$ cat src/rtl/fgen_eval_sched.sv
// fgen_eval_sched
// Shares one combinational 4-in/NOUT-out function block between two
// requesters. It also runs a self-test sweep over all 16 input codes and
// folds the results into an NOUT-bit signature.
//
// Ports
//   clk, rst_n               clock (rising edge), async active-low reset
//   req0_i/req1_i            level requests, held high until granted
//   code0_i/code1_i          {w,x,y,z} code for each requester
//   gnt0_o/gnt1_o            one-cycle grant pulses
//   res0_o/res1_o            last captured result per requester
//   vld0_o/vld1_o            one-cycle result-valid pulses
//   sweep_start_i            starts a self-test sweep (honoured in IDLE only)
//   sweep_busy_o             sweep in progress
//   sweep_done_o             one-cycle pulse when the sweep completes
//   sweep_sig_o              sweep signature, held until the next sweep
//   wxyz_o                   registered drive into the function block
//   f_i                      function block outputs
//   busy_o                   scheduler is not in IDLE
module fgen_eval_sched #(
    parameter int SETTLE = 2,
    parameter int NOUT   = 10
) (
    input  logic            clk,
    input  logic            rst_n,
    input  logic            req0_i,
    input  logic [3:0]      code0_i,
    output logic            gnt0_o,
    output logic [NOUT-1:0] res0_o,
    output logic            vld0_o,
    input  logic            req1_i,
    input  logic [3:0]      code1_i,
    output logic            gnt1_o,
    output logic [NOUT-1:0] res1_o,
    output logic            vld1_o,
    input  logic            sweep_start_i,
    output logic            sweep_busy_o,
    output logic            sweep_done_o,
    output logic [NOUT-1:0] sweep_sig_o,
    output logic [3:0]      wxyz_o,
    input  logic [NOUT-1:0] f_i,
    output logic            busy_o
);

    typedef enum logic [1:0] {
        IDLE     = 2'd0,
        WAIT     = 2'd1,
        SWP_WAIT = 2'd2
    } state_t;

    // Settle counter value on the capture edge.
    localparam logic [3:0] CNT_LAST = 4'(SETTLE - 1);

    state_t          state_q;
    logic            ptr_q;
    logic            owner_q;
    logic [3:0]      cnt_q;
    logic [3:0]      idx_q;
    logic [3:0]      wxyz_q;
    logic            gnt0_q;
    logic            gnt1_q;
    logic            vld0_q;
    logic            vld1_q;
    logic [NOUT-1:0] res0_q;
    logic [NOUT-1:0] res1_q;
    logic            sweep_busy_q;
    logic            sweep_done_q;
    logic [NOUT-1:0] sweep_sig_q;

    // Next signature value: rotate left by one, then fold in the new result.
    logic [NOUT-1:0] sig_d;
    assign sig_d = {sweep_sig_q[NOUT-2:0], sweep_sig_q[NOUT-1]} ^ f_i;

    // ptr_q set means requester 1 wins the next tie.
    always_ff @(posedge clk or negedge rst_n) begin
        if (!rst_n) begin
            state_q      <= IDLE;
            ptr_q        <= 1'b0;
            owner_q      <= 1'b0;
            cnt_q        <= '0;
            idx_q        <= '0;
            wxyz_q       <= '0;
            gnt0_q       <= 1'b0;
            gnt1_q       <= 1'b0;
            vld0_q       <= 1'b0;
            vld1_q       <= 1'b0;
            res0_q       <= '0;
            res1_q       <= '0;
            sweep_busy_q <= 1'b0;
            sweep_done_q <= 1'b0;
            sweep_sig_q  <= '0;
        end else begin
            gnt0_q       <= 1'b0;
            gnt1_q       <= 1'b0;
            vld0_q       <= 1'b0;
            vld1_q       <= 1'b0;
            sweep_done_q <= 1'b0;
            case (state_q)
                IDLE: begin
                    if (sweep_start_i) begin
                        sweep_sig_q  <= '0;
                        idx_q        <= '0;
                        wxyz_q       <= '0;
                        sweep_busy_q <= 1'b1;
                        cnt_q        <= '0;
                        state_q      <= SWP_WAIT;
                    end else if (req0_i && (!req1_i || !ptr_q)) begin
                        gnt0_q  <= 1'b1;
                        wxyz_q  <= code0_i;
                        owner_q <= 1'b0;
                        ptr_q   <= 1'b1;
                        cnt_q   <= '0;
                        state_q <= WAIT;
                    end else if (req1_i) begin
                        gnt1_q  <= 1'b1;
                        wxyz_q  <= code1_i;
                        owner_q <= 1'b1;
                        ptr_q   <= 1'b0;
                        cnt_q   <= '0;
                        state_q <= WAIT;
                    end
                end
                WAIT: begin
                    if (cnt_q == CNT_LAST) begin
                        if (owner_q) begin
                            res1_q <= f_i;
                            vld1_q <= 1'b1;
                        end else begin
                            res0_q <= f_i;
                            vld0_q <= 1'b1;
                        end
                        state_q <= IDLE;
                    end else begin
                        cnt_q <= cnt_q + 4'd1;
                    end
                end
                SWP_WAIT: begin
                    if (cnt_q == CNT_LAST) begin
                        sweep_sig_q <= sig_d;
                        // Code 15 is the last one; the sweep never wraps on its own.
                        if (idx_q == 4'hF) begin
                            sweep_done_q <= 1'b1;
                            sweep_busy_q <= 1'b0;
                            state_q      <= IDLE;
                        end else begin
                            idx_q  <= idx_q + 4'd1;
                            wxyz_q <= idx_q + 4'd1;
                            cnt_q  <= '0;
                        end
                    end else begin
                        cnt_q <= cnt_q + 4'd1;
                    end
                end
                default: state_q <= IDLE;
            endcase
        end
    end

    assign gnt0_o       = gnt0_q;
    assign gnt1_o       = gnt1_q;
    assign vld0_o       = vld0_q;
    assign vld1_o       = vld1_q;
    assign res0_o       = res0_q;
    assign res1_o       = res1_q;
    assign wxyz_o       = wxyz_q;
    assign sweep_busy_o = sweep_busy_q;
    assign sweep_done_o = sweep_done_q;
    assign sweep_sig_o  = sweep_sig_q;
    assign busy_o       = (state_q != IDLE);

endmodule

$ cat config.mk
export PLATFORM = sky130hd
export DESIGN_NAME = fgen_eval_sched
export DESIGN_NICKNAME = d
export VERILOG_FILES = /design/src/rtl/fgen_eval_sched.sv
export SDC_FILE = /design/constraint.sdc
export NUM_CORES = 1
export LEC_CHECK = 0
export CAP_MARGIN = 20
export CORE_MARGIN = 5
export CORE_UTILIZATION = 49
export CTS_CLUSTER_DIAMETER = 100
export DETAILED_ROUTE_END_ITERATION = 7
export HOLD_SLACK_MARGIN = 0.15
export PLACE_DENSITY = 0.9
export SETUP_SLACK_MARGIN = 0.2
export SLEW_MARGIN = 30
export SYNTH_ARGS = -nofsm -noshare
export SYNTH_HDL_FRONTEND = slang
export SYNTH_SLANG_ARGS = --single-unit
$ cat constraint.sdc
create_clock -name clk -period 2 [get_ports clk]
set_input_delay 0.3 -clock clk [delete_from_list [all_inputs] [get_ports clk]]
set_output_delay 0.3 -clock clk [all_outputs]
set_load 0.02 [all_outputs]
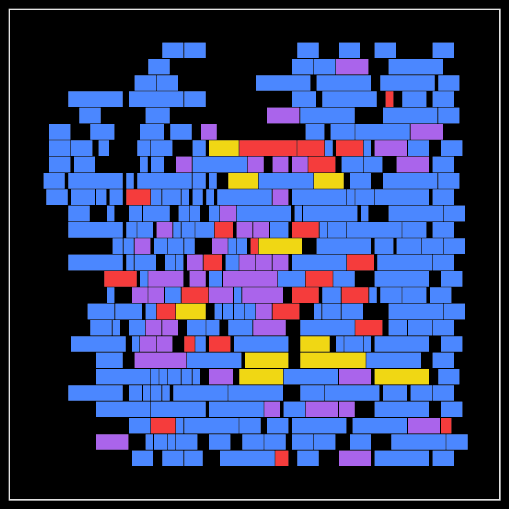
(run_1/sizes.png)
Drawn at 6 px/micron.
- _3 and _4 cells: purple (cells 43)
- _2 cells: red (cells 24)
- _0 and _1 cells: blue (cells 225)
- _6 and larger: yellow (cells 10)
Worst Setup Slack, final: 0.1915 ns
count of non-CTS buffers in the layout: 93
Area growth, synth to finish: 45.83%

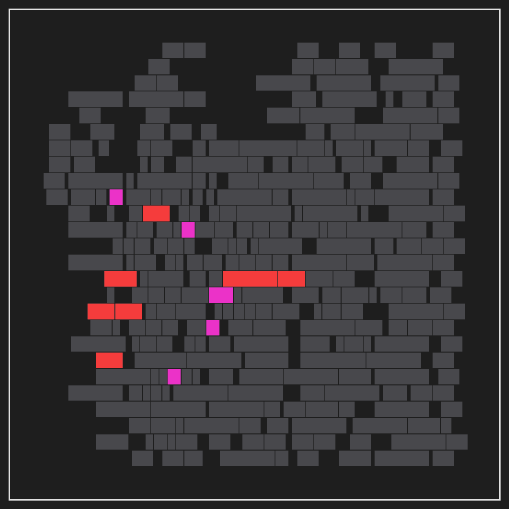
(run_1/logic_types.png)
Drawn at 6 px/micron.
- AND and OR gates: magenta (cells 5; most used or2_1)
- adder and majority cells: red (cells 7; most used ha_1)
Commonest Layout Cell: clkdlybuf4s50_1
final std cells w/o fill: 372
combinational share of cell area: 33.17%

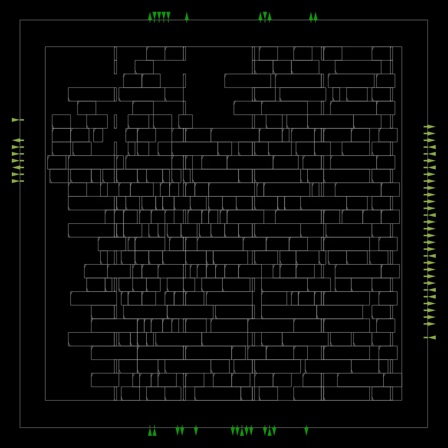
(run_1/placement.png)
Seq/total area: 35.64%
Fillers: 330
row count: 26
core box area: 5042 sq um
fin util: 72.48%

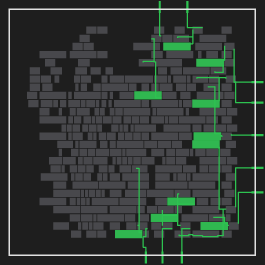
(run_1/io_fan.png)
Drawn at 3 px/micron.
- res0_o: green (bits 10; direction output; edge 5 right, 3 bottom, 2 top; end cells 10; buffers 10; wire 320 microns)
PortBufs: 63
# IOs: 64

==> impl_metrics.csv, run 1 <==
group,metric,value,unit
logic_synthesis,mux_area_share,14.48,%
logic_synthesis,syn-instance-count,207,
critical_path,cp-start-kind,"register",
logic_synthesis,topCellsByArea,"dfrtp_1 (52%), mux2_1 (11%), o31ai_2 (5.0%), xnor2_1 (3.8%), ha_1 (3.5%)",
global_routing,grt_antenna_before_repair,0,
routing,wl_met2,3213,microns
floorplan,die_height,81.52,microns
critical_path,crit_start,"cnt_q[1]$_DFFE_PN0P_",
clock_network,clk_path_buf_depth,2,
logic_synthesis,synth-warning-count,0,
routing,vias,1927,
finish,mi_logic_area,1212,sq um
routing,postRouteAntennaNets,0,
timing,hold_violations,0,
run_status,outcome,"finished, final reports clean",
timing,drv_slew,0,
hold_path,hold_start,"res1_o[8]$_DFFE_PN0P_",
place,dp_hpwl,4074,microns
clock_network,cts_root_buf,"clkbuf_8",
critical_path,criticalPathCategory,"reg2reg",
logic_synthesis,compound_area_share,12.33,%
timing,worst_pin_slew,0.5522,ns
power_and_ir_drop,power.density,1505,nW/um^2
global_routing,use_met2,34.53,%
routing,wirelength,5986,microns
timing,skew,0.006805,ns
power_and_ir_drop,total_power,5500,uW
-- run 1: flip-flops by register name, summed over array words and instances, names as in the netlist, 2 cells and up --
| register | count |
|---|---|
| cnt_q | 4 |
| wxyz_o | 4 |
| state_q | 2 |
| res0_o | 10 |
| sweep_sig_o | 10 |
| idx_q | 4 |
| res1_o | 10 |
-- run 1: cells in the mapped netlist, drive strengths merged --
cell / n
dfrtp: 52
mux2: 26
nand2: 22
a21oi: 11
xnor2: 11
o31ai: 10
inv: 9
o21ai: 8
ha: 7
mux2i: 7
nor2: 7
buf: 6
nand3: 5
o22ai: 4
a21o: 3
nand2b: 2
nor2b: 2
nor4: 2
or2: 2
a21boi: 1
a22oi: 1
a31oi: 1
and2: 1
and3: 1
nand4b: 1
nor3: 1
nor3b: 1
nor4b: 1
o2bb2ai: 1
or3b: 1
-- run 1: worst max-delay path: stages, from the launching register on --
cell,delay (ns)
dfrtp_1,0.38
inv_2,0.06
buf_4,0.13
buf_4,0.12
buf_4,0.12
buf_4,0.12
buf_4,0.12
buf_4,0.12
buf_4,0.12
buf_4,0.12
buf_4,0.12
buf_4,0.12
o21ai_2,0.09
-- run 1: power by group --
part           switching (uW)  leakage [uW]  internal (uW)  total [uW]
combinational            1450      0.000887           1550        3000
sequential                322      0.000662           1470        1790
clock                     335     0.0000541            370         705
total                    2110       0.00160           3390        5500
-- run 1: area by class of cell --
class | count | area share (%)
Inverter | 9 | 0.9243
Clock inverter | 3 | 1.164
Timing Repair Buffer | 93 | 24.82
Sequential cell | 52 | 35.64
Clock buffer | 5 | 1.883
Tap cell | 70 | 2.396
Multi-Input combinational cell | 140 | 33.17
## Run 2: what changed since run 1
--- a/config.mk
+++ b/config.mk
@@ -5,13 +5,15 @@
 export SDC_FILE = /design/constraint.sdc
 export NUM_CORES = 1
 export LEC_CHECK = 0
-export CAP_MARGIN = 20
+export CAP_MARGIN = 25
+export CELL_PAD_IN_SITES_DETAIL_PLACEMENT = 1
+export CELL_PAD_IN_SITES_GLOBAL_PLACEMENT = 2
 export CORE_MARGIN = 5
-export CORE_UTILIZATION = 49
+export CORE_UTILIZATION = 31
 export CTS_CLUSTER_DIAMETER = 100
 export DETAILED_ROUTE_END_ITERATION = 7
 export HOLD_SLACK_MARGIN = 0.15
-export PLACE_DENSITY = 0.9
+export PLACE_DENSITY = 0.88
 export SETUP_SLACK_MARGIN = 0.2
 export SLEW_MARGIN = 30
 export SYNTH_ARGS = -nofsm -noshare
==> constraint.sdc (replaced) <==
create_clock -name clk -period 1.8 [get_ports clk]
set_input_delay 0.27 -clock clk [delete_from_list [all_inputs] [get_ports clk]]
set_output_delay 0.27 -clock clk [all_outputs]
set_load 0.02 [all_outputs]
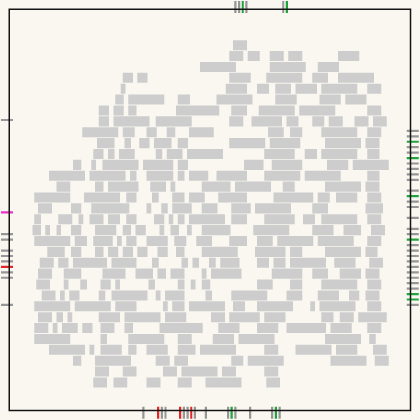
(run_2/io_placement.png)
Drawn at 4 px/micron. Pins as bars across the die edge, other pins in gray.
- code1_i: red (pins 4; direction input; edge 3 bottom, 1 left)
- sweep_start_i: magenta (pins 1; direction input; edge left)
- res0_o: green (pins 10; direction output; edge 6 right, 2 bottom, 2 top)
- all pins by edge: 30 right, 17 bottom, 11 left, 6 top
die y size: 99.92 microns
Die Wd: 99.92 microns

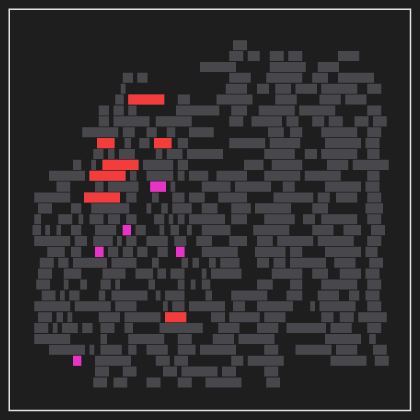
(run_2/logic_types.png)
Drawn at 4 px/micron.
- AND and OR gates: magenta (cells 5; most used or2_1)
- adder and majority cells: red (cells 7; most used ha_4)
combinational share of cell area: 36.87%
Commonest Layout Cell: dfrtp_1
final std cells w/o fill: 410

==> run 2 against run 1 <==
Clock power up 32%. Via count up 3.5%. Routed wire length up 27%. Global-route usage down 3.9 points. Highest routed layer unchanged. Synthesized area unchanged. Hold slack worse by 0.0017 ns.
==> impl_metrics.csv, run 2 <==
group,metric,value,unit
run_status,outcome,"finished, final reports clean",
logic_synthesis,yosysMostFrequentCell,"dfrtp_1",
timing,hold_violations,0,
critical_path,path_buffers,1,
place,port_buffers,63,
global_routing,use_met2,25.55,%
logic_synthesis,async_reset_ff_share,100.0,%
logic_synthesis,common_cells,"dfrtp_1 (52), mux2_1 (25), nand2_1 (22), xnor2_1 (11), o31ai_2 (10)",
routing,wl_met2,4045,microns
logic_synthesis,synthFlopType,"dfrtp_1",
routing,postRouteAntennaNets,0,
critical_path,crit_chain,"inv_2 -> ha_4 -> or3b_4 -> a21o_1 -> a21oi_2 -> mux2_4",
critical_path,cp-start-kind,"register",
clock_network,cts_root_buf,"clkbuf_8",
logic_synthesis,topCellsByArea,"dfrtp_1 (52%), mux2_1 (11%), o31ai_2 (5.0%), xnor2_1 (3.8%), ha_1 (3.5%)",
timing,setup_slack,0.02933,ns
critical_path,slowest_stage,"dfrtp_1",
logic_synthesis,enable_flop_cells,0,
routing,vias,1994,
critical_path,criticalPathCategory,"reg2reg",
timing,skew,0.006051,ns
routing,wirelength,7573,microns
timing,drv_slew,0,
floorplan,core,7807,sq um
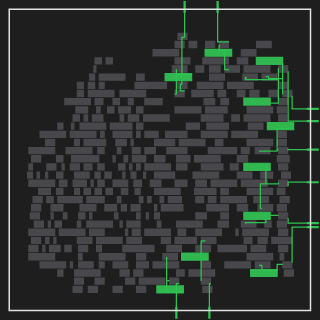
(run_2/io_fan.png)
Drawn at 3 px/micron.
- res0_o: green (bits 10; direction output; edge 6 right, 2 bottom, 2 top; end cells 10; buffers 10; wire 305 microns)

## run 2: report_power, final
group	switching [uW]	internal [uW]	total, uW
clock	387	548	934
sequential	445	1630	2080
combinational	2040	2260	4300
## run 2: kinds of logic after synthesis
family	after synthesis	synth area share, %
buffers and inverters	15	3.095
and+or+nand+nor	49	10.83
AOI/OAI and AO/OA	40	12.33
adders and majority gates	7	3.495
muxes	33	14.48
DFF	52	51.92
xor gates and xnor gates	11	3.844
## run 2: worst min-delay path, delay by kind of cell
kind,cells,cell delay [ns]
buffers and inverters,3,0.91
## run 2: final cells by class
class,instances,area [sq um]
Multi-Input combinational cell,140,1548
Tap cell,102,127.6
Clock inverter,2,60.06
Sequential cell,52,1303
Clock buffer,5,68.82
Timing Repair Buffer,100,1055
Fill cell,795,3610
Inverter,9,36.28
## run 2: path summary, 6_finish.rpt
| path | from | to | cells past startpoint |
|---|---|---|---|
| min in group clk | ptr_q$_DFFE_PN0P_ | ptr_q$_DFFE_PN0P_ | 1 |
| setup reg to reg | cnt_q[1]$_DFFE_PN0P_ | state_q[0]$_DFFE_PN0P_ | 6 |
| hold reg to reg | ptr_q$_DFFE_PN0P_ | ptr_q$_DFFE_PN0P_ | 1 |
| hold / removal | rst_n | res1_o[1]$_DFFE_PN0P_ | 3 |
| max in group asynchronous | rst_n | state_q[0]$_DFFE_PN0P_ | 3 |
| setup / recovery | cnt_q[1]$_DFFE_PN0P_ | state_q[0]$_DFFE_PN0P_ | 6 |
## run 2: through the flow
step                      hold slack (ns)  utilization (%)  total power [uW]
after floorplan                  -0.02559                -              3665
after global placement             0.2903            43.45              4996
after detailed placement           0.2962            43.45              5090
after CTS                          0.5012            49.18              6627
after global routing               0.5250            53.77              7689
final                              0.4939            53.77              7313
Power figures rest on the tool's default switching activity, not on a simulated workload.
